Design alu_seq_responder, sky130hd; sources not shown.
Fig. 1: placement by cell class
Drawn at 1 px/um.
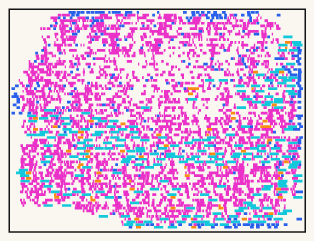
legend:
  clock drivers and dummy loads:
    color: orange
    cells: 62
  flops:
    color: cyan
    cells: 210
  other buffers and delay cells:
    color: blue
    cells: 302
  combinational and other logic:
    color: magenta
    cells: 2997
Seq/total area: 18.1%
design area: 29100 um2
Util after Layout: 45.8%
core box area: 63500 um2
number of cell rows: 80

Fig. 2: routed metal, one color a layer
Drawn at 1 px/um.
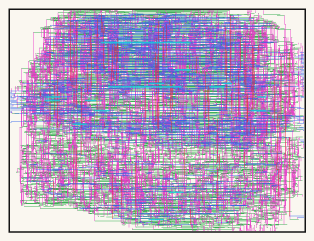
legend:
  metal 2:
    color: magenta
    wire_length: 48.5 mm
  metal 3:
    color: blue
    wire_length: 21.9 mm
  metal 5:
    color: cyan
    wire_length: 319 um
  metal 1:
    color: green
    wire_length: 58.9 mm
  metal 4:
    color: red
    wire_length: 3010 um
WL/cell: 29.9 um
Total Wirelength: 133000 um
vias after detailed routing: 29400
Total GRT Usage: 39.5%

Fig. 3: clock wiring as the flow saved it
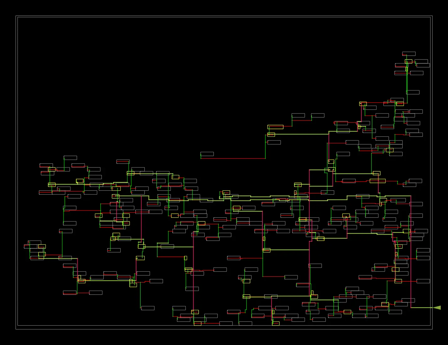
Clk power: 0.00137 W
clock buf count: 45

Fig. 4: ports around the boundary
Drawn at 1 px/um. Pins as bars across the die edge, other pins in gray.
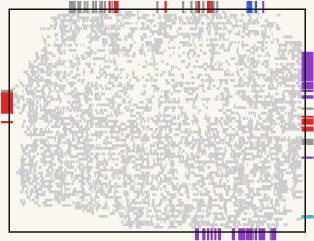
legend:
  `b`:
    color: red
    pins: 32
    direction: input
    edge: 16 left, 8 top, 8 right
  `clear`:
    color: cyan
    pins: 1
    direction: input
    edge: right
  `op`:
    color: blue
    pins: 4
    direction: input
    edge: top
  `result`:
    color: purple
    pins: 64
    direction: output
    edge: 31 bottom, 30 right, 3 top
all pins by edge: 45 right, 44 top, 33 bottom, 18 left
Die Ht: 221 um
Port Buf Inserts: 139
DIE WIDTH: 294 um

Fig. 5: cell density map
Drawn at 1 px/um. 29 x 22 tiles, from black (low) to pale yellow (high), 0 to 100% covered.
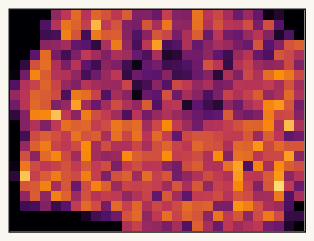
nearly empty tiles: 7.7%
mean over tiles: 43%
tiles over 75% full: 2.4%
Initial Util: 40.4%

==> impl_metrics.csv <==
group,metric,value,unit
floorplanning,ios,140,
final_timing,finalHoldViolCount,0,
final_timing,finalCriticalPeriod,5.27,ns
power,power.total,0.0121,W
setup_path,cp.depth,16,
power,p_per_area,415,nW/um2
global_route,grt_pass1_wl,188000,um
yosys,async_reset_ff_share,100,%
clock_tree,cts-buffers-inserted,39,
drt,viasPerCell,6.62,
yosys,ys_chip_area,25700,um2
yosys,netlist_instances,3499,
final_timing,relSlewSlack,34.1,%
yosys,syn_area,25700,um2
clock_tree,cts-root-buf,"clkbuf_8",
clock_tree,clock_latency,0.65,ns
drt,postRouteAntennaNets,0,
run_status,status,"complete, no violations",
global_route,overflow,0,
clock_tree,clock_sinks,210,
placement,hpwl,102000,um
final_timing,fmax,190,MHz
power,leakagePower,12.0,nW
setup_path,worstSetupPathType,"in -> reg",
power,ir_drop,0.367,mV
yosys,fp_nets,3686,
==> where the power goes <==
group / internal, W / switching (W) / leakage [nW] / total (W)
clock: 0.000704 / 0.000668 / 0.430 / 0.00137
sequential: 0.00174 / 0.000761 / 2.61 / 0.00250
combinational: 0.00313 / 0.00507 / 8.94 / 0.00820
total: 0.00557 / 0.00650 / 12.0 / 0.0121
==> per-stage QoR <==
step / area, um2 / setup WS, ns / hold WS, ns / instances
5_1_grt: 29100 / 1.01 / 0.490 / 4433
4_1_cts: 29000 / 1.49 / 0.479 / 4427
3_5_place_dp: 28200 / 0.854 / 0.464 / 4365
6_report: 29100 / 1.33 / 0.476 / 4436
2_1_floorplan: 25700 / 1.45 / 0.441 / 3499
3_3_place_gp: 28100 / 0.847 / 0.461 / 4353
==> logic make-up after synthesis <==
group / after synthesis / synth area share, %
buf+inv: 380 / 5.67
compound gates: 1229 / 30.8
mux: 164 / 8.79
flops: 210 / 20.5
fa+ha+maj: 115 / 5.70
simple gates: 1161 / 20.3
xor+xnor: 240 / 8.22
==> layout make-up <==
cell class	instances	area, um2
clock buffer	45	619
multi-input combinational	2909	19000
inverter	88	330
clock inverter	17	158
sequential	210	5260
antenna	4	10.0
fill	6628	34400
timing repair buffer	302	2620
tap	861	1080
==> worst min-delay path, stage by stage (launching register included) <==
cell and delay (ns):
dfrtp_1 0.34, nand2_1 0.05, nand2_1 0.05
==> metal layers <==
metal	track usage [%]	up-vias	part of all wire (%)
met5	0	-	0.24
met4	8.38	30	2.3
met3	21.5	253	17
met2	48.8	1956	37
met1	58.1	14200	44
li1	-	12900	-
==> cells in the mapped netlist (all sizes together), types with 9 or more instances <==
cell | number | area share [%]
a211o | 13 | 0.44
a211oi | 42 | 1.2
a21o | 82 | 2.4
a21oi | 333 | 6.5
a221oi | 40 | 1.4
a22oi | 14 | 0.43
a31o | 9 | 0.31
a31oi | 41 | 1.0
a32o | 15 | 0.59
and2 | 20 | 0.49
and3 | 24 | 0.59
buf | 62 | 1.0
clkbuf | 230 | 3.4
dfrtp | 210 | 20
ha | 112 | 5.5
inv | 86 | 1.3
mux2 | 40 | 1.8
mux2i | 79 | 3.1
mux4 | 45 | 3.9
nand2 | 420 | 6.1
nand2b | 33 | 0.83
nand3 | 47 | 0.94
nand4 | 15 | 0.37
nor2 | 407 | 6.0
nor2b | 22 | 0.54
nor3 | 70 | 1.4
nor4 | 23 | 0.67
o211ai | 58 | 1.7
o21a | 23 | 0.67
o21ai | 306 | 6.0
o21bai | 9 | 0.26
o221ai | 39 | 1.4
o22a | 12 | 0.41
o22ai | 64 | 1.6
o31ai | 34 | 1.1
o41ai | 15 | 0.54
or2 | 14 | 0.34
or3 | 28 | 0.72
or4 | 11 | 0.34
xnor2 | 137 | 4.7
xor2 | 103 | 3.5
No activity file was given, so power comes from the tool's default toggle rates.
